**config.mk**
```make
export PLATFORM = sky130hd
export DESIGN_NAME = ov9281_sccb_target
export DESIGN_NICKNAME = d
export VERILOG_FILES = /design/src/rtl/ov9281_pkg.sv /design/src/rtl/ov9281_sccb_target_line_cond.sv /design/src/rtl/ov9281_sccb_target.sv
export SDC_FILE = /design/constraint.sdc
export NUM_CORES = 1
export LEC_CHECK = 0
export ABC_AREA = 1
export CAP_MARGIN = 20
export CORE_MARGIN = 2
export CORE_UTILIZATION = 26
export DETAILED_ROUTE_END_ITERATION = 7
export DONT_BUFFER_PORTS = 1
export PLACE_DENSITY_LB_ADDON = 0.2
export SKIP_CTS_REPAIR_TIMING = 1
export SLEW_MARGIN = 20
export SYNTH_ARGS = -nofsm -noshare
export SYNTH_HDL_FRONTEND = slang
export SYNTH_SLANG_ARGS = --single-unit
```
**constraint.sdc**
```tcl
create_clock -name i_clk -period 2.2 [get_ports i_clk]
set_input_delay 0.55 -clock i_clk [delete_from_list [all_inputs] [get_ports i_clk]]
set_output_delay 0.55 -clock i_clk [all_outputs]
set_load 0.05 [all_outputs]
```
**src/rtl/ov9281_pkg.sv**
```systemverilog
// Shared types for the OV9281 SCCB target and config master.
// Register map is 16-bit address, 8-bit data.
package ov9281_pkg;

   localparam int SCCB_ADDR_W = 16;
   localparam int SCCB_DATA_W = 8;

   typedef enum logic [3:0] {
      TGT_IDLE,
      TGT_DEV,
      TGT_DEV_ACK,
      TGT_AH,
      TGT_AH_ACK,
      TGT_AL,
      TGT_AL_ACK,
      TGT_WD,
      TGT_WD_ACK,
      TGT_RD,
      TGT_RD_ACK,
      TGT_IGNORE
   } sccb_tgt_state_t;

endpackage

```
**src/rtl/ov9281_sccb_target_line_cond.sv**
```systemverilog
// SCL/SDA conditioning: synchroniser, majority-free glitch filter (FILT_LEN equal samples),
// and single-cycle scl_rise/scl_fall/start/stop pulses.
module sccb_line_cond #(
   parameter int SYNC_STAGES = 2,
   parameter int FILT_LEN    = 3
) (
   input  logic clk,
   input  logic rst,
   input  logic scl_in,
   input  logic sda_in,
   output logic sda,
   output logic scl_rise,
   output logic scl_fall,
   output logic start,
   output logic stop
);

   logic [SYNC_STAGES-1:0] scl_sync;
   logic [SYNC_STAGES-1:0] sda_sync;
   logic [FILT_LEN-2:0]    scl_hist;
   logic [FILT_LEN-2:0]    sda_hist;
   logic [FILT_LEN-1:0]    scl_win;
   logic [FILT_LEN-1:0]    sda_win;
   logic                   scl;
   logic                   scl_prev;
   logic                   sda_prev;

   // The window includes the newest synchronised sample so the filter adds no extra stage.
   assign scl_win = {scl_hist, scl_sync[SYNC_STAGES-1]};
   assign sda_win = {sda_hist, sda_sync[SYNC_STAGES-1]};

   always_ff @(posedge clk or posedge rst) begin
      if (rst) begin
         scl_sync <= '1;
         sda_sync <= '1;
         scl_hist <= '1;
         sda_hist <= '1;
         scl      <= 1'b1;
         sda      <= 1'b1;
         scl_prev <= 1'b1;
         sda_prev <= 1'b1;
      end else begin
         scl_sync <= {scl_sync[SYNC_STAGES-2:0], scl_in};
         sda_sync <= {sda_sync[SYNC_STAGES-2:0], sda_in};
         scl_hist <= scl_win[FILT_LEN-2:0];
         sda_hist <= sda_win[FILT_LEN-2:0];
         if (&scl_win)
            scl <= 1'b1;
         else if (~|scl_win)
            scl <= 1'b0;
         if (&sda_win)
            sda <= 1'b1;
         else if (~|sda_win)
            sda <= 1'b0;
         scl_prev <= scl;
         sda_prev <= sda;
      end
   end

   assign scl_rise = scl & ~scl_prev;
   assign scl_fall = ~scl & scl_prev;
   assign start    = scl & scl_prev & sda_prev & ~sda;
   assign stop     = scl & scl_prev & ~sda_prev & sda;

endmodule

```
**src/rtl/ov9281_sccb_target.sv**
```systemverilog
// SCCB/I2C target bridging bus transactions to a register-port handshake with
// an auto-incrementing 16-bit register pointer.
module ov9281_sccb_target
   import ov9281_pkg::*;
#(
   parameter int         CLK_SPEED   = 50000000,
   parameter logic [6:0] DEV_ADDR    = 7'h60,
   parameter int         SYNC_STAGES = 2,
   parameter int         FILT_LEN    = 3
) (
   input  logic                   i_clk,
   input  logic                   i_rst,
   input  logic                   i_scl_in,
   input  logic                   i_sda_in,
   output logic                   o_sda_out,
   output logic                   o_sda_oe,
   output logic [SCCB_ADDR_W-1:0] o_reg_addr,
   output logic [SCCB_DATA_W-1:0] o_reg_wdata,
   output logic                   o_reg_we,
   output logic                   o_reg_re,
   input  logic [SCCB_DATA_W-1:0] i_reg_rdata,
   output logic                   o_busy
);

   if (CLK_SPEED < 1 || SYNC_STAGES < 2 || FILT_LEN < 2) begin : g_bad_params
      $error("ov9281_sccb_target: invalid parameter value");
   end

   sccb_tgt_state_t        state, state_next;
   logic [3:0]             bit_cnt;
   logic [SCCB_DATA_W-1:0] shift, rd_shift, addr_hi, cur_byte;
   logic [SCCB_ADDR_W-1:0] addr;
   logic                   rw, re_d, dev_match;
   logic                   sda_f, scl_rise, scl_fall, start, stop;

   sccb_line_cond #(
      .SYNC_STAGES (SYNC_STAGES),
      .FILT_LEN    (FILT_LEN)
   ) u_line_cond (
      .clk      (i_clk),
      .rst      (i_rst),
      .scl_in   (i_scl_in),
      .sda_in   (i_sda_in),
      .sda      (sda_f),
      .scl_rise (scl_rise),
      .scl_fall (scl_fall),
      .start    (start),
      .stop     (stop)
   );

   assign cur_byte   = {shift[6:0], sda_f};
   assign dev_match  = (shift[6:0] == DEV_ADDR);
   assign o_sda_out  = 1'b0;
   assign o_reg_addr = addr;

   always_ff @(posedge i_clk or posedge i_rst) begin
      if (i_rst)
         state <= TGT_IDLE;
      else
         state <= state_next;
   end

   // ACK states leave on the second SCL fall, recognised by bit_cnt already cleared to 0.
   always_comb begin
      state_next = state;
      if (stop)
         state_next = TGT_IDLE;
      else if (start)
         state_next = TGT_DEV;
      else begin
         case (state)
            TGT_DEV:     if (scl_rise && bit_cnt == 4'd7) state_next = dev_match ? TGT_DEV_ACK : TGT_IGNORE;
            TGT_AH:      if (scl_rise && bit_cnt == 4'd7) state_next = TGT_AH_ACK;
            TGT_AL:      if (scl_rise && bit_cnt == 4'd7) state_next = TGT_AL_ACK;
            TGT_WD:      if (scl_rise && bit_cnt == 4'd7) state_next = TGT_WD_ACK;
            TGT_DEV_ACK: if (scl_fall && bit_cnt == 4'd0) state_next = rw ? TGT_RD : TGT_AH;
            TGT_AH_ACK:  if (scl_fall && bit_cnt == 4'd0) state_next = TGT_AL;
            TGT_AL_ACK:  if (scl_fall && bit_cnt == 4'd0) state_next = TGT_WD;
            TGT_WD_ACK:  if (scl_fall && bit_cnt == 4'd0) state_next = TGT_WD;
            TGT_RD:      if (scl_fall && bit_cnt == 4'd8) state_next = TGT_RD_ACK;
            TGT_RD_ACK: begin
               if (scl_rise && sda_f)
                  state_next = TGT_IGNORE;
               else if (scl_fall)
                  state_next = TGT_RD;
            end
            default: ;
         endcase
      end
   end

   // Sampling happens on filtered SCL rises; every SDA drive change waits for a filtered SCL fall.
   always_ff @(posedge i_clk or posedge i_rst) begin
      if (i_rst) begin
         bit_cnt     <= '0;
         shift       <= '0;
         rd_shift    <= '0;
         addr_hi     <= '0;
         addr        <= '0;
         rw          <= 1'b0;
         re_d        <= 1'b0;
         o_sda_oe    <= 1'b0;
         o_reg_we    <= 1'b0;
         o_reg_re    <= 1'b0;
         o_reg_wdata <= '0;
         o_busy      <= 1'b0;
      end else begin
         o_reg_we <= 1'b0;
         o_reg_re <= 1'b0;
         re_d     <= o_reg_re;
         if (re_d)
            rd_shift <= i_reg_rdata;
         if (stop) begin
            o_sda_oe <= 1'b0;
            o_busy   <= 1'b0;
         end else if (start) begin
            o_sda_oe <= 1'b0;
            bit_cnt  <= '0;
         end else if (scl_rise) begin
            case (state)
               TGT_DEV, TGT_AH, TGT_AL, TGT_WD: begin
                  shift   <= cur_byte;
                  bit_cnt <= bit_cnt + 4'd1;
                  if (bit_cnt == 4'd7) begin
                     case (state)
                        TGT_DEV: begin
                           if (dev_match) begin
                              o_busy   <= 1'b1;
                              rw       <= sda_f;
                              o_reg_re <= sda_f;
                           end else
                              o_busy <= 1'b0;
                        end
                        TGT_AH:  addr_hi <= cur_byte;
                        TGT_AL:  addr    <= {addr_hi, cur_byte};
                        default: begin
                           o_reg_we    <= 1'b1;
                           o_reg_wdata <= cur_byte;
                        end
                     endcase
                  end
               end
               TGT_RD:     bit_cnt <= bit_cnt + 4'd1;
               TGT_WD_ACK: addr    <= addr + SCCB_ADDR_W'(1);
               TGT_RD_ACK: begin
                  addr     <= addr + SCCB_ADDR_W'(1);
                  o_reg_re <= ~sda_f;
               end
               default: ;
            endcase
         end else if (scl_fall) begin
            case (state)
               TGT_DEV_ACK, TGT_AH_ACK, TGT_AL_ACK, TGT_WD_ACK: begin
                  bit_cnt <= '0;
                  if (bit_cnt == 4'd8)
                     o_sda_oe <= 1'b1;
                  else if (state == TGT_DEV_ACK && rw) begin
                     o_sda_oe <= ~rd_shift[7];
                     rd_shift <= {rd_shift[6:0], 1'b0};
                  end else
                     o_sda_oe <= 1'b0;
               end
               TGT_RD: begin
                  if (bit_cnt == 4'd8) begin
                     o_sda_oe <= 1'b0;
                     bit_cnt  <= '0;
                  end else begin
                     o_sda_oe <= ~rd_shift[7];
                     rd_shift <= {rd_shift[6:0], 1'b0};
                  end
               end
               TGT_RD_ACK: begin
                  o_sda_oe <= ~rd_shift[7];
                  rd_shift <= {rd_shift[6:0], 1'b0};
                  bit_cnt  <= '0;
               end
               default: ;
            endcase
         end
      end
   end

endmodule

```
**Metal layers overlaid**

Bar = 50 um.
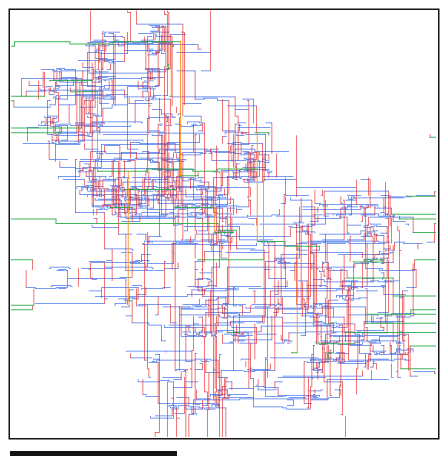
green -> metal 3  # wire length 554 um
orange -> metal 4  # wire length 214 um
blue -> metal 1  # wire length 4860 um
red -> metal 2  # wire length 4420 um

**Clock wires, drivers and flops**

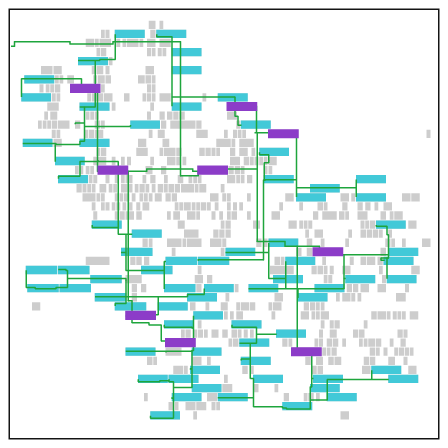
green -> clock wires  # length 1170 um
cyan -> flip-flops  # count 73
purple -> clock drivers  # count 9
flops lie = widely spread
routed clock nets = 10

**Placed standard cells**

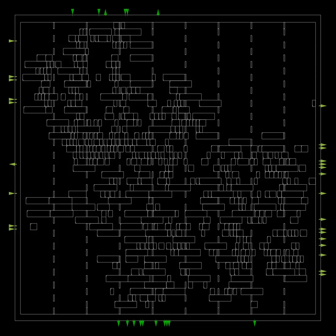
n_taps: 188
seq_cells: 73
Core Util, Final: 30.6%
Post-Layout Cell Count: 723

[routing by layer]
layer  routed length (um)  part of all wire, %  global-route usage, %  vias to the layer above
met5                    0                    0                      0                        -
met4                  213                  2.1                   5.95                        0
met3                  553                  5.5                   4.72                       17
met2                 4420                   44                   19.6                       65
met1                 4860                   48                   17.1                     1568
li1                     -                    -                      -                     1711
[worst max-delay path, cell delays in order, from the launching register on]
cell and delay, ps:
dfstp_2 550, ha_1 280, nand2_1 190, nor2_1 200, nand2_2 120, clkinv_2 190, o21ai_0 120, a22oi_1 200
[report_power, final]
part | total, mW | leakage [nW] | internal, mW | switching [mW]
clock | 1.39 | 0.134 | 0.818 | 0.577
combinational | 2.90 | 1.11 | 0.917 | 1.99
sequential | 2.05 | 0.923 | 1.68 | 0.366
total | 6.34 | 2.17 | 3.41 | 2.93
[cell families after synthesis]
family / after synthesis / share of synthesized area [%]
other: 1 / 0.0935
adder cells (fa/ha/maj): 6 / 1.87
buffers and inverters: 66 / 7.27
XOR/XNOR: 3 / 0.655
flip-flops: 73 / 45.9
multiplexers: 8 / 2.00
AND/OR/NAND/NOR: 259 / 28.6
AND-OR/OR-AND: 93 / 13.5
[stage by stage]
step                      cell area, um2  setup WS, ps  cells  power (mW)  util [%]
after CTS                           4640           244    723        6.42      30.6
after global placement              4360           263    708        4.95      28.8
after detailed placement            4360           257    708        4.97      28.8
after global routing                4640          25.0    723        6.87      30.6
after floorplan                     4010           370    509        4.16         -
final                               4640           248    723        6.34      30.6
[layout make-up]
class | count | area [um2]
inverters | 54 | 208
clock inverters | 4 | 28.8
well taps | 188 | 235
multi-input cells | 370 | 1880
fillers | 1599 | 10500
flip-flops and latches | 73 | 1840
repair buffers | 23 | 198
clock buffers | 11 | 253
==> results.tsv <==
metric	value	unit
status	completed	
r2r_setup_slack	250	ps
synth_seq_share	45.9	%
initialDrtViolationCount	250	
synth_top_cell_by_area	dfrtp_1	
num_antenna_cells	0	
final_nets	549	
ys.flops	73	
period_used_share	88.7	%
dieHeight	128	um
drtAntennaViolNets	0	
cts_sinks	73	
coreArea	15100	um2
r2r-end	o_reg_addr[11]$_DFFE_PP0P_	
first_pass_iters	4	
numCtsBuffers	9	
grt_max_degree	30	
routed_wl	10.0	mm
syn_area	4010	um2
largest_register_ffs	16	
syn2layout_area_growth	15.7	%
drt-vias-per-instance	4.65	
clockBufferDepth	2	
wl_per_cell	13.9	um
grt_pass1_vias	3356	
lay_top_count	nand2_1	
synthArstFlopShare	100	%
grt_setup_unrepaired	no	
p_leak	2.17	nW
maxSlewHeadroom	52.4	%
warnings	29	
crit_type	flip-flop to flip-flop	
yosysUniqueCellTypes	38	
skew	8.62	ps
vias	3361	
drc_errors	0	
edf_count	0	
top_cell	nand2_1	
synth_top_flop_cell	dfrtp_1	
grt_overflow_total	0	
die_w	128	um
lay_top_cells	nand2_1, dfrtp_1, nor2_1, inv_1, nand3_1	
crit_path_start_kind	flip-flop	
max_freq	512	MHz
synthCells	509	
period_minus_slack	1950	ps
synth_warnings	0	
fp_nets	527	
setup_tns	0	ps
worst_ep_arrival_time	2200	ps
layout-drive-gt1-share	16.6	%
clk_latency	340	ps
chip_area	16400	um2
dp_hpwl	7.39	mm
hold_viol	0	
place_congestion	0.895	
ys_chip_area	4010	um2
worstSetupEndpointType	flip-flop	
boundaryPins	41	
cp.required	2450	ps
crit_path_max_fanout	18	
fp-row-count	45	
track_usage	13.2	%
slew_violations	0	
cts_tree	done	
power_density	1370	nW/um2
postSynthAreaPerCell	7.88	um2
setup_viol	0	
grt_pass1_wl	16.9	mm
worstMarginPinSlew	712	ps
reg2reg_from	u_line_cond.scl$_DFFE_PP1P_	
top_cell_area_share	38.1	%
yosys_cells	509	
worst_r2r_path_depth	7	
portBuffers	0	
area_leaders	dfrtp_1, nand2_1, dfstp_2, nor2_1, nand3_1	
fp_util	26.5	%
whs	190	ps
common_cells	nand2_1, dfrtp_1, nor2_1	
clk_pin_slew	60	ps
No activity file was given, so power comes from the tool's default toggle rates.
